`config.mk`:
```
export PLATFORM = sky130hd
export DESIGN_NAME = bus_arbiter
export DESIGN_NICKNAME = d
export VERILOG_FILES = /design/src/rtl/bus_arbiter.sv
export SDC_FILE = /design/constraint.sdc
export NUM_CORES = 1
export LEC_CHECK = 0
export ABC_CLOCK_PERIOD_IN_PS = 5500
export CORE_MARGIN = 4
export CORE_UTILIZATION = 46
export CTS_CLUSTER_DIAMETER = 40
export CTS_CLUSTER_SIZE = 24
export DETAILED_ROUTE_END_ITERATION = 16
export PLACE_DENSITY = 0.95
export SKIP_LAST_GASP = 1
export SYNTH_ARGS = -nofsm -noshare
export SYNTH_HDL_FRONTEND = slang
export SYNTH_SLANG_ARGS = --single-unit
```
`constraint.sdc`:
```
create_clock -name clock -period 5.5 [get_ports clock]
set_input_delay 1.375 -clock clock [delete_from_list [all_inputs] [get_ports clock]]
set_output_delay 1.375 -clock clock [all_outputs]
set_load 0.005 [all_outputs]
```
`src/rtl/bus_arbiter.sv`:
```
// bus_arbiter: two-requester single-bus arbiter with fetch starvation guard and bus watchdog
module bus_arbiter #(
  parameter int STARVE_LIMIT = 4,
  parameter int TIMEOUT = 255
) (
  input  logic        clock,
  input  logic        reset,
  input  logic        f_req,
  input  logic [31:0] f_address,
  output logic        f_done,
  output logic        f_error,
  output logic [31:0] f_rdata,
  input  logic        d_req,
  input  logic        d_write,
  input  logic [31:0] d_address,
  input  logic [31:0] d_wdata,
  output logic        d_done,
  output logic        d_error,
  output logic [31:0] d_rdata,
  output logic        bus_vaild,
  input  logic        bus_ready,
  output logic        bus_write_enable,
  output logic [31:0] bus_address,
  output logic [31:0] bus_write_data,
  input  logic [31:0] bus_data,
  output logic        busy
);
  typedef enum logic [1:0] {IDLE, BUS_F, BUS_D, RESP} state_t;
  state_t state;
  logic [3:0] starve_cnt;
  logic [15:0] wdog;
  logic expire, grant_d;
  logic [31:0] rdata_next;
  always_comb begin
    expire = (TIMEOUT != 0) && (wdog == 16'(TIMEOUT - 1));
    grant_d = d_req && (!f_req || starve_cnt < 4'(STARVE_LIMIT));
    rdata_next = bus_ready && !bus_write_enable ? bus_data : '0;
    busy = state != IDLE;
  end
  always_ff @(posedge clock) begin
    if (reset) begin
      state <= IDLE;
      starve_cnt <= '0;
      wdog <= '0;
      bus_vaild <= 1'b0;
      bus_write_enable <= 1'b0;
      bus_address <= '0;
      bus_write_data <= '0;
      f_done <= 1'b0;
      f_error <= 1'b0;
      f_rdata <= '0;
      d_done <= 1'b0;
      d_error <= 1'b0;
      d_rdata <= '0;
    end else begin
      f_done <= 1'b0;
      f_error <= 1'b0;
      d_done <= 1'b0;
      d_error <= 1'b0;
      case (state)
        IDLE: if (grant_d || f_req) begin
          state <= grant_d ? BUS_D : BUS_F;
          bus_vaild <= 1'b1;
          bus_address <= grant_d ? d_address : f_address;
          bus_write_enable <= grant_d && d_write;
          bus_write_data <= grant_d ? d_wdata : '0;
          starve_cnt <= grant_d && f_req ? starve_cnt + 4'd1 : '0;
          wdog <= '0;
        end
        BUS_F, BUS_D: if (bus_ready || expire) begin
          // a ready arriving in the expiry cycle wins over the timeout
          state <= RESP;
          bus_vaild <= 1'b0;
          f_done <= state == BUS_F;
          d_done <= state == BUS_D;
          f_error <= state == BUS_F && !bus_ready;
          d_error <= state == BUS_D && !bus_ready;
          f_rdata <= state == BUS_F ? rdata_next : f_rdata;
          d_rdata <= state == BUS_D ? rdata_next : d_rdata;
        end else begin
          wdog <= wdog + 16'd1;
        end
        default: state <= IDLE;
      endcase
    end
  end
endmodule

```
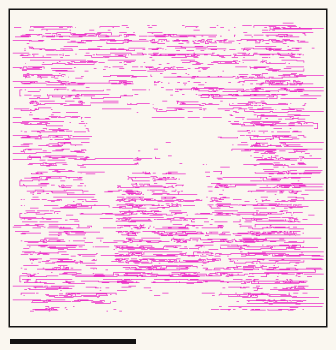
(images/m1.png)
Bar = 50 um.
longest straight run: 37.3 um
nets with wire on the layer: 992
share of all routed wire: 38%
main direction: horizontal
wire length on this layer: 8210 um

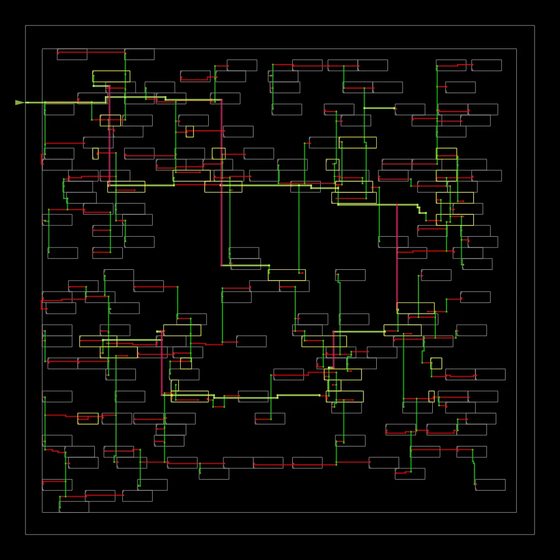
(images/clock_nets.png)
Layout clock buffers: 23
number of buffers created by CTS: 17
count of sequential standard cells: 156

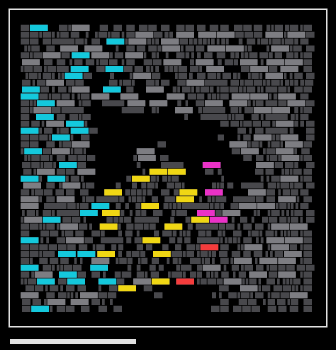
(images/ff_map.png)
Bar = 50 um. Other sequential cells in the stronger gray, the rest of the logic in the fainter gray.
[cyan] `f_rdata` | placed flops: 32 | where: a vertical strip on the left
[yellow] `wdog` | placed flops: 16
[magenta] `starve_cnt` | placed flops: 4
[red] `state` | placed flops: 2
not colored: 102

==> results.rst <==
Physical design figures
=======================

.. list-table::
   :header-rows: 1

   * - Metric
     - Value
   * - Outcome
     - complete, no violations
   * - Root buffer cell
     - sky130_fd_sc_hd__clkbuf_16
   * - Worst supply voltage drop on vdd
     - 0.000363 V
   * - Pin count of the biggest net entering global routing
     - ~90
   * - First-pass DRT Iterations
     - 5
   * - Area share, top type
     - 49.2%
   * - Unrepaired setup endpoints after global routing
     - no
   * - Routability-driven placement congestion ratio
     - between 0.8 and 0.9
   * - Power Dens Cells
     - about 380 mW/mm^2
   * - Multiplexer share
     - between 10 and 15%
   * - Layout cells sized above 1
     - under 10%
   * - Fin crit period
     - 3.46 ns
   * - Crit-path max cell delay
     - roughly 0.78 ns
   * - H-tree lvl count
     - 4
   * - Most frequently placed logic cell in the final layout
     - sky130_fd_sc_hd__clkdlybuf4s50_1
   * - Number of hold violations in the final report
     - 0
   * - Top-count cell post-synth
     - sky130_fd_sc_hd__nand2_1
   * - Vias after detailed routing
     - 6401
   * - Slew HR
     - 24.5%
   * - Critical Path, Cell by Cell
     - inv_1, ha_1, or4b_1, o41ai_4, nand2_2, mux2i_1
   * - Inverter tally of the final layout excluding the clock network
     - 11
   * - Avg Cell Area, Syn
     - 8.55 um^2
   * - Area of all sequential standard cells
     - 0.00312 mm^2
   * - Top cells excl fill/tap
     - sky130_fd_sc_hd__clkdlybuf4s50_1, sky130_fd_sc_hd__nand2_1, sky130_fd_sc_hd__dfxtp_1, sky130_fd_sc_hd__mux2i_1
   * - Vertical extent of the die
     - between 100 and 150 um
   * - Width of the die
     - around 130 um
   * - Worst endpoint required time
     - ~5.8 ns
   * - Wire length after detailed routing
     - 21300 um
   * - HPWL reported at the end of detailed placement
     - 14600 um
   * - Kind of cell adding the most delay to the critical path
     - simple AND/OR/NAND/NOR gates
   * - OpenROAD warning count
     - 30
   * - DRC viols
     - 0
   * - Leakage power
     - ~3.9 nW
   * - Share of the cycle needed by the critical path after routing
     - about 63%
   * - Syn nets
     - between 800 and 900
   * - Share of the core filled with cells
     - 72.6%
   * - Area fraction in and, or, nand and nor cells
     - between 20% and 30%
   * - Fillers
     - around 940
   * - Area contributors post-synth
     - sky130_fd_sc_hd__dfxtp_1, sky130_fd_sc_hd__nand2_1, sky130_fd_sc_hd__mux2i_1, sky130_fd_sc_hd__a311oi_1, sky130_fd_sc_hd__a21oi_1
==> flip-flops by register name (all words and copies together) (netlist names) <==
| name | cells |
|---|---|
| bus_vaild | 1 |
| state | 2 |
| bus_write_data | 32 |
| f_error | 1 |
| f_done | 1 |
| f_rdata | 32 |
| bus_address | 32 |
| starve_cnt | 4 |
| d_error | 1 |
| wdog | 16 |
| bus_write_enable | 1 |
| d_done | 1 |
| d_rdata | 32 |
==> power breakdown <==
| part | switching (mW) | internal, mW |
|---|---|---|
| clock network | 0.463 | 0.718 |
| logic | 0.606 | 0.526 |
| registers | 0.0791 | 1.27 |
| total | 1.15 | 2.51 |
==> final timing paths <==
path,slack [ns],cells past startpoint,to,startpoint
max reg2reg,2.04,6,d_rdata[8]$_SDFFE_PP0P_,state[0]$_SDFFE_PP0P_
max,2.04,6,d_rdata[8]$_SDFFE_PP0P_,state[0]$_SDFFE_PP0P_
min,0.45,2,bus_write_data[15]$_SDFFE_PP0P_,bus_write_data[15]$_SDFFE_PP0P_
min reg2reg,0.45,2,bus_write_data[15]$_SDFFE_PP0P_,bus_write_data[15]$_SDFFE_PP0P_
==> tightest hold or removal path: stages, from the launching register on <==
cell,delay [ns]
sky130_fd_sc_hd__dfxtp_1,0.31
sky130_fd_sc_hd__nand2_1,0.05
sky130_fd_sc_hd__a21oi_1,0.05
==> metal layers <==
layer  global-route usage [%]  wire length (um)
met4                     10.2               558
met3                     9.55              2100
met1                     30.6              8210
met2                     44.2             10500
met5                        0                 0
==> kinds of logic after synthesis <==
logic type | count (synthesis)
compound gates | 114
xor+xnor | 1
fa+ha+maj | 7
buf+inv | 69
flops | 156
mux | 65
simple gates | 330
Power figures rest on the tool's default switching activity, not on a simulated workload.
